==> config.mk <==
export PLATFORM = sky130hd
export DESIGN_NAME = sd_sector_writer_flat
export DESIGN_NICKNAME = d
export VERILOG_FILES = /design/src/rtl/sd_sector_writer_if.sv /design/src/rtl/sd_sector_writer.sv /design/src/flat_wrapper.sv
export SDC_FILE = /design/constraint.sdc
export NUM_CORES = 2
export LEC_CHECK = 0
export CELL_PAD_IN_SITES_DETAIL_PLACEMENT = 1
export CELL_PAD_IN_SITES_GLOBAL_PLACEMENT = 2
export CORE_ASPECT_RATIO = 1.25
export CORE_MARGIN = 4
export CORE_UTILIZATION = 50
export CTS_CLUSTER_SIZE = 12
export DETAILED_ROUTE_END_ITERATION = 12
export MAX_ROUTING_LAYER = met4
export PLACE_DENSITY = 0.85
export RECOVER_POWER = 100
export SKIP_LAST_GASP = 1
export SLEW_MARGIN = 20
export SYNTH_ARGS = -nofsm -noshare
export SYNTH_HDL_FRONTEND = slang
export SYNTH_SLANG_ARGS = --single-unit
==> constraint.sdc <==
create_clock -name clk -period 4.3 [get_ports clk]
set_input_delay 0.86 -clock clk [delete_from_list [all_inputs] [get_ports clk]]
set_output_delay 0.86 -clock clk [all_outputs]
set_load 0.01 [all_outputs]
==> src/rtl/sd_sector_writer_if.sv <==
// Host-bus and SD-controller signals of the sector writer, grouped as one bundle.
// The master side drives the bus strobes and controller status; the slave is the writer.
interface sd_sector_writer_if;
  logic        buf_we;
  logic [8:0]  buf_addr;
  logic [7:0]  buf_wdata;
  logic        sec_addr_we;
  logic [31:0] sec_addr_wdata;
  logic        start;
  logic        busy;
  logic        done;
  logic        error;
  logic        sd_wr;
  logic [31:0] sd_address;
  logic [7:0]  sd_din;
  logic        sd_ready;
  logic        sd_ready_for_next_byte;

  modport master (
    output buf_we, buf_addr, buf_wdata, sec_addr_we, sec_addr_wdata, start,
           sd_ready, sd_ready_for_next_byte,
    input  busy, done, error, sd_wr, sd_address, sd_din
  );

  modport slave (
    input  buf_we, buf_addr, buf_wdata, sec_addr_we, sec_addr_wdata, start,
           sd_ready, sd_ready_for_next_byte,
    output busy, done, error, sd_wr, sd_address, sd_din
  );
endinterface

==> src/rtl/sd_sector_writer.sv <==
// Streams a 512-byte buffer to an SD controller: one write command, then one byte per
// rising edge of sd_ready_for_next_byte, with a per-state timeout.
module sd_sector_writer #(
  parameter int unsigned SECTOR_BYTES   = 512,
  parameter int unsigned TIMEOUT_CYCLES = 50000000
) (
  input logic               clk,
  input logic               reset,
  sd_sector_writer_if.slave bus
);

  localparam logic [2:0] IDLE   = 3'd0;
  localparam logic [2:0] ISSUE  = 3'd1;
  localparam logic [2:0] ACK    = 3'd2;
  localparam logic [2:0] STREAM = 3'd3;
  localparam logic [2:0] FINISH = 3'd4;

  localparam logic [9:0]  END_IDX  = 10'(SECTOR_BYTES);
  localparam logic [9:0]  LAST_IDX = 10'(SECTOR_BYTES - 1);
  localparam logic [31:0] TMO_LAST = 32'(TIMEOUT_CYCLES - 1);

  logic [7:0]  buf_mem [SECTOR_BYTES];
  logic [2:0]  state_q, state_d;
  logic [9:0]  index_q, index_d;
  logic [31:0] tmo_q, tmo_d;
  logic [31:0] addr_q, addr_d;
  logic        busy_q, busy_d;
  logic        done_q, done_d;
  logic        error_q, error_d;
  logic        sd_wr_q, sd_wr_d;
  logic [7:0]  din_q;
  logic        rfnb_q;
  logic        rfnb_rise;
  logic        progress;

  assign rfnb_rise = bus.sd_ready_for_next_byte & ~rfnb_q;

  // Buffer contents survive reset; writes are locked out for the whole transfer.
  always_ff @(posedge clk) begin
    if (bus.buf_we && !busy_q) begin
      buf_mem[bus.buf_addr] <= bus.buf_wdata;
    end
  end

  always_ff @(posedge clk) begin
    if (reset) begin
      din_q <= '0;
    end else begin
      din_q <= buf_mem[index_q[8:0]];
    end
  end

  always_comb begin
    state_d  = state_q;
    index_d  = index_q;
    tmo_d    = tmo_q + 32'd1;
    addr_d   = addr_q;
    busy_d   = busy_q;
    done_d   = done_q;
    error_d  = error_q;
    sd_wr_d  = 1'b0;
    progress = 1'b0;

    if (bus.sec_addr_we && !busy_q) begin
      addr_d = bus.sec_addr_wdata;
    end

    case (state_q)
      IDLE: begin
        tmo_d = '0;
        if (bus.start) begin
          done_d  = 1'b0;
          error_d = 1'b0;
          index_d = '0;
          busy_d  = 1'b1;
          state_d = ISSUE;
        end
      end
      ISSUE: begin
        if (bus.sd_ready) begin
          sd_wr_d = 1'b1;
          state_d = ACK;
        end
      end
      ACK: begin
        if (!bus.sd_ready) begin
          state_d = STREAM;
        end
      end
      STREAM: begin
        if (rfnb_rise && index_q != END_IDX) begin
          index_d  = index_q + 10'd1;
          progress = 1'b1;
          if (index_q == LAST_IDX) begin
            state_d = FINISH;
          end
        end
      end
      FINISH: begin
        if (bus.sd_ready) begin
          done_d  = 1'b1;
          busy_d  = 1'b0;
          state_d = IDLE;
        end
      end
      default: state_d = IDLE;
    endcase

    if (state_d != state_q) begin
      progress = 1'b1;
    end
    if (progress) begin
      tmo_d = '0;
    end

    // A stalled wait state ends the transfer with error instead of done.
    if (state_q != IDLE && !progress && tmo_q == TMO_LAST) begin
      error_d = 1'b1;
      busy_d  = 1'b0;
      sd_wr_d = 1'b0;
      state_d = IDLE;
      tmo_d   = '0;
    end
  end

  always_ff @(posedge clk) begin
    if (reset) begin
      state_q <= IDLE;
      index_q <= '0;
      tmo_q   <= '0;
      addr_q  <= '0;
      busy_q  <= 1'b0;
      done_q  <= 1'b0;
      error_q <= 1'b0;
      sd_wr_q <= 1'b0;
      rfnb_q  <= 1'b0;
    end else begin
      state_q <= state_d;
      index_q <= index_d;
      tmo_q   <= tmo_d;
      addr_q  <= addr_d;
      busy_q  <= busy_d;
      done_q  <= done_d;
      error_q <= error_d;
      sd_wr_q <= sd_wr_d;
      rfnb_q  <= bus.sd_ready_for_next_byte;
    end
  end

  assign bus.busy       = busy_q;
  assign bus.done       = done_q;
  assign bus.error      = error_q;
  assign bus.sd_wr      = sd_wr_q;
  assign bus.sd_address = addr_q;
  assign bus.sd_din     = din_q;

endmodule
==> src/flat_wrapper.sv <==
// flat-port wrapper written by rule: the top's interface ports become plain ports
module sd_sector_writer_flat 
#(
  parameter int unsigned SECTOR_BYTES   = 512,
  parameter int unsigned TIMEOUT_CYCLES = 50000000
)
  (clk, reset, bus_buf_we, bus_buf_addr, bus_buf_wdata, bus_sec_addr_we, bus_sec_addr_wdata, bus_start, bus_sd_ready, bus_sd_ready_for_next_byte, bus_busy, bus_done, bus_error, bus_sd_wr, bus_sd_address, bus_sd_din);
  sd_sector_writer_if bus_i ();
  input logic clk;
  input logic reset;
  input wire logic [$bits(bus_i.buf_we)-1:0] bus_buf_we;
  input wire logic [$bits(bus_i.buf_addr)-1:0] bus_buf_addr;
  input wire logic [$bits(bus_i.buf_wdata)-1:0] bus_buf_wdata;
  input wire logic [$bits(bus_i.sec_addr_we)-1:0] bus_sec_addr_we;
  input wire logic [$bits(bus_i.sec_addr_wdata)-1:0] bus_sec_addr_wdata;
  input wire logic [$bits(bus_i.start)-1:0] bus_start;
  input wire logic [$bits(bus_i.sd_ready)-1:0] bus_sd_ready;
  input wire logic [$bits(bus_i.sd_ready_for_next_byte)-1:0] bus_sd_ready_for_next_byte;
  output wire logic [$bits(bus_i.busy)-1:0] bus_busy;
  output wire logic [$bits(bus_i.done)-1:0] bus_done;
  output wire logic [$bits(bus_i.error)-1:0] bus_error;
  output wire logic [$bits(bus_i.sd_wr)-1:0] bus_sd_wr;
  output wire logic [$bits(bus_i.sd_address)-1:0] bus_sd_address;
  output wire logic [$bits(bus_i.sd_din)-1:0] bus_sd_din;
  assign bus_i.buf_we = bus_buf_we;
  assign bus_i.buf_addr = bus_buf_addr;
  assign bus_i.buf_wdata = bus_buf_wdata;
  assign bus_i.sec_addr_we = bus_sec_addr_we;
  assign bus_i.sec_addr_wdata = bus_sec_addr_wdata;
  assign bus_i.start = bus_start;
  assign bus_i.sd_ready = bus_sd_ready;
  assign bus_i.sd_ready_for_next_byte = bus_sd_ready_for_next_byte;
  assign bus_busy = bus_i.busy;
  assign bus_done = bus_i.done;
  assign bus_error = bus_i.error;
  assign bus_sd_wr = bus_i.sd_wr;
  assign bus_sd_address = bus_i.sd_address;
  assign bus_sd_din = bus_i.sd_din;
  sd_sector_writer #(.SECTOR_BYTES(SECTOR_BYTES), .TIMEOUT_CYCLES(TIMEOUT_CYCLES)) u_core (.clk(clk), .reset(reset), .bus(bus_i));
endmodule
Figure 1. Wire density map.
(0.5 px per µm) 26 x 32 tiles, from dark blue (low) to red (high), scaled to the fullest tile. Values are wire area over tile area, all layers added.
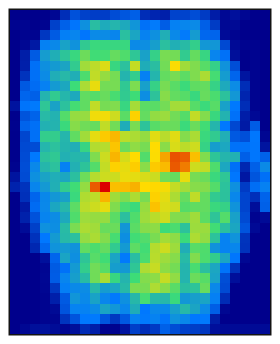
nearly empty tiles = 16%
fullest tile = 0.79
mean over tiles = 0.28
emptiest ninth of the die = south-west
via count: 92000
post-DR wirelength/cell: 38.6 µm
total global-route track usage: 0.323
post-detailed-routing wire length: 529 mm

Figure 2. Metal layers overlaid.
(1 px per µm) Two of the layers only.
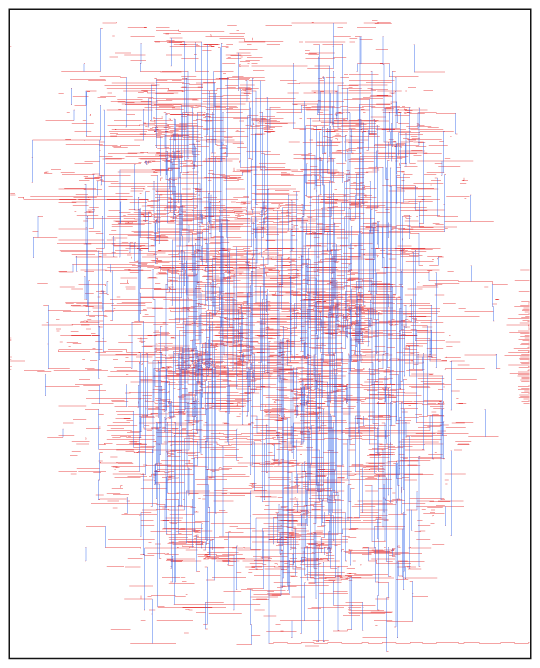
blue -> met4  # wire length 42.3 mm
red -> met3  # wire length 56.7 mm

Figure 3. Sequential cells grouped by signal name.
(1 px per µm)
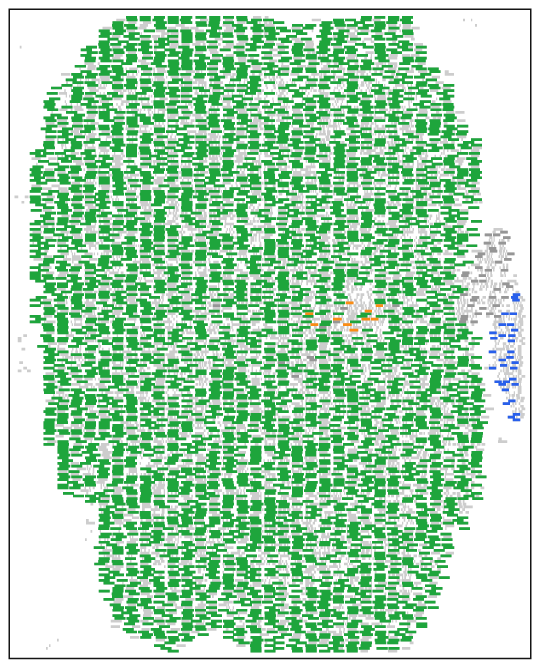
blue -> `u_core.bus.sd_address`  # flops 32, where east
orange -> `u_core.index_q`  # flops 10
green -> `u_core.buf_mem`  # flops 4096, where widely spread
not colored = 48
sequential share of cell area: 0.674
final core area utilization: 0.569
register cell area after layout: 125000 µm²
Seq. pwr: 44.9 mW

Figure 4. Wires at chosen ports, followed through buffers.
(1 px per µm)
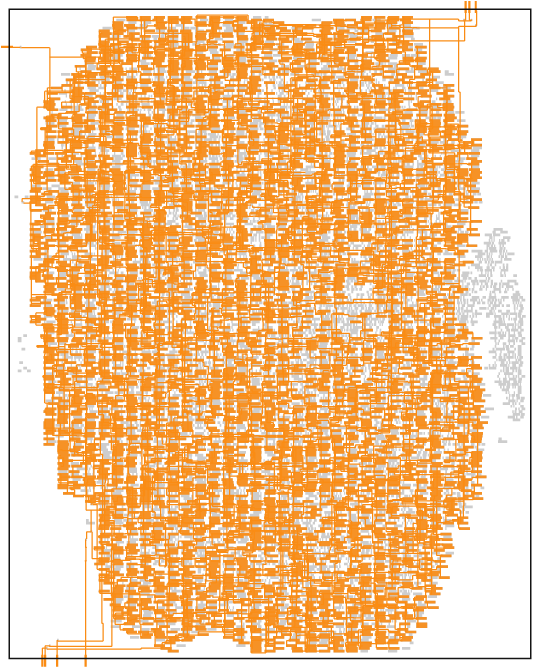
orange -> `bus_buf_wdata`  # bits 8, direction input, edge 4 south, 3 north, 1 west, end cells 4096, buffers 66, wire 67.5 mm
count of port buffers added during placement: 99
I/O pin total: 100

==> notes.md <==
Results of the full flow below.

Synthesis:
- The synthesis report names the predominant flop master as sky130_fd_sc_hd__edfxtp_1.
- The run puts the area share of and/or/nand/nor cells after synthesis at 0.0297.
- The run puts the yosys-reported design area after synthesis at 164000 µm².
- The run puts the combined area of all synthesized cells at 164000 µm².
- The cell-mix breakdown from Yosys lists the compound-gate area share as 0.0319.
- The run puts the number of flops mapped to enable cells by yosys at 4096.
- The run gives the dominant kind of combinational cell as multiplexers.
- The run gives the count of different cell masters after synthesis as 85.
- The run puts the fraction of registers with async set/reset at 0.
- Looking at the gate-level netlist, the highest instance count belongs to sky130_fd_sc_hd__edfxtp_1.
- The commonest cells after synthesis are sky130_fd_sc_hd__edfxtp_1, sky130_fd_sc_hd__mux4_2, sky130_fd_sc_hd__nor2_1, sky130_fd_sc_hd__mux2i_1, sky130_fd_sc_hd__nand2_1.
- Counting flops and latches in the post-synthesis netlist gives 4186.
- In this run, the synthesized area fraction spent on xor and xnor cells is recorded as 0.00193.
- The run gives the post-synth net total as 8058.
- The biggest area contributor in the post-synthesis netlist is sky130_fd_sc_hd__edfxtp_1.
- The run gives the average footprint of a synthesized cell as 20.5 µm².
- Per the synthesis report, the adder-cell share of the synthesized area is 0.000229.
- The run puts the post-synthesis mux area share at 0.153.
- The run puts the area fraction of the dominant cell type after synthesis at 0.751.
- The synthesis report lists the most area-consuming cells as sky130_fd_sc_hd__edfxtp_1, sky130_fd_sc_hd__mux4_2, sky130_fd_sc_hd__mux2i_1.

Setup path:
- The launch point of the worst register-to-register path is recorded as u_core.index_q[1]$_SDFFE_PP0P_.
- The worst setup path is captured at a flip-flop.
- The run puts the worst setup slack for register-to-register paths at -9 ps.
- The run gives the startpoint-to-endpoint class of the critical path as reg2reg.
- Together, buffers and inverters on the worst path number 2.
- The worst setup path is launched from a flip-flop.
- Among all stages on the critical path, the largest delay is contributed by sky130_fd_sc_hd__or4_1.

Final layout:
- The class occupying the most area after layout is reported as registers.
- The run gives the proportion of cell area spent on the clock network as 0.0619.
- The run puts the net count of the finished layout at 9137.
- The run puts the multi-input combinational area share at 0.193.
- The register with the most flip-flops in the layout has 4096 of them.
- More flip-flops sit in one register than any other, and that register is u_core.buf_mem.
- Leaving out fill and tap cells, the most frequent cell in the layout is sky130_fd_sc_hd__edfxtp_1.
- The finished cells cover 185000 µm².
- The run gives the number of sequential storage elements as 4186.
- The run gives the portion of the layout cell area used by non-clock buffers as 0.0399.
- The run puts the area added between synthesis and finish at 13.0%.
- Per the layout report, the design carries 28500 filler cells.
- The layout report lists the multi-input gate area as 35800 µm².
- The run puts the combinational gate count at 3296.

Flow run:
- Across all stage logs, warnings added up to 73.
- The run puts the max-cap violation count at 36.

Pwr:
- Of the total power, the share spent switching nets is 0.203.
- The run gives the worst vdd rail ir drop as 353 µV.
- The largest share of the power goes to sequential cells.
- The run gives the clock share of power as 0.413.
- The share of total power dissipated in sequential elements is 0.568.
- The run puts the power consumption at 79.0 mW.
- The run puts the power per cell area at 427 nW/µm².
- The run puts the combinational cell fraction of total power at 0.018.

STA:
- Of the available clock period, the critical path in the final layout requires 1.00.
- The run puts the number of setup violations in the final report at 1.
- The final timing report derives a shortest allowable period of 4310 ps.
- Setup repair after global routing left no endpoint under its margin.
- Across all setup checks in the final design, the least slack found is -8.91 ps.
- The transition time recorded at the tightest slew-check pin is 3870 ps.
- The run puts the number of max-slew violations in the final report at 2091.

Clocking:
- In this run the clock root is driven by a sky130_fd_sc_hd__clkbuf_16.
- The run puts the number of sinks handled by clock tree synthesis at 4186.
- Hold repair after CTS inserted 0 buffers.
- The run gives the TritonCTS buffer count as 411.
- The run puts the worst-skew pair later-pin latency at 960 ps.

Min path:
- In the hold report, the worst path ends at u_core.bus.sd_address[24]$_SDFFE_PP0P_.
- The run gives the class of the tightest hold or removal check as reg2reg.

Run status:
- The final reports fail on capacitance limit, slew limit, setup timing.
- The run finished, with violations left.

Place:
- The run gives the number of instances in the placed design as 13000.
- Setup slack on the worst path after placement came out at 30.9 ps.
- The run gives the routability congestion estimate from global placement as 0.911.

Floorplan:
- The run gives the area inside the core boundary as 326000 µm².
- The run gives the floorplan-stage core utilization as 0.503.
- For this floorplan the total number of well-tap instances is 4366.
- The floorplan step defined a die boundary enclosing 337000 µm².

Routing:
- The run puts the number of optimization iterations in the first detailed-route pass at 9.
- In the final routing, the length of wire on met1 measures 176 mm.
- The detailed router reports a met2 wire length of 255 mm.
- For this run, design rule violations remaining after detail routing come to 0.

Global routing:
- The first global-routing pass estimated 745 mm of wire.
- Summed over all layers, the global routing overflow is 0.
- The run puts the via count of the first global-routing pass at 95700.
- The run gives the number of antenna violations at the first check in global routing as 53.
Power and IR drop assume default switching activity.
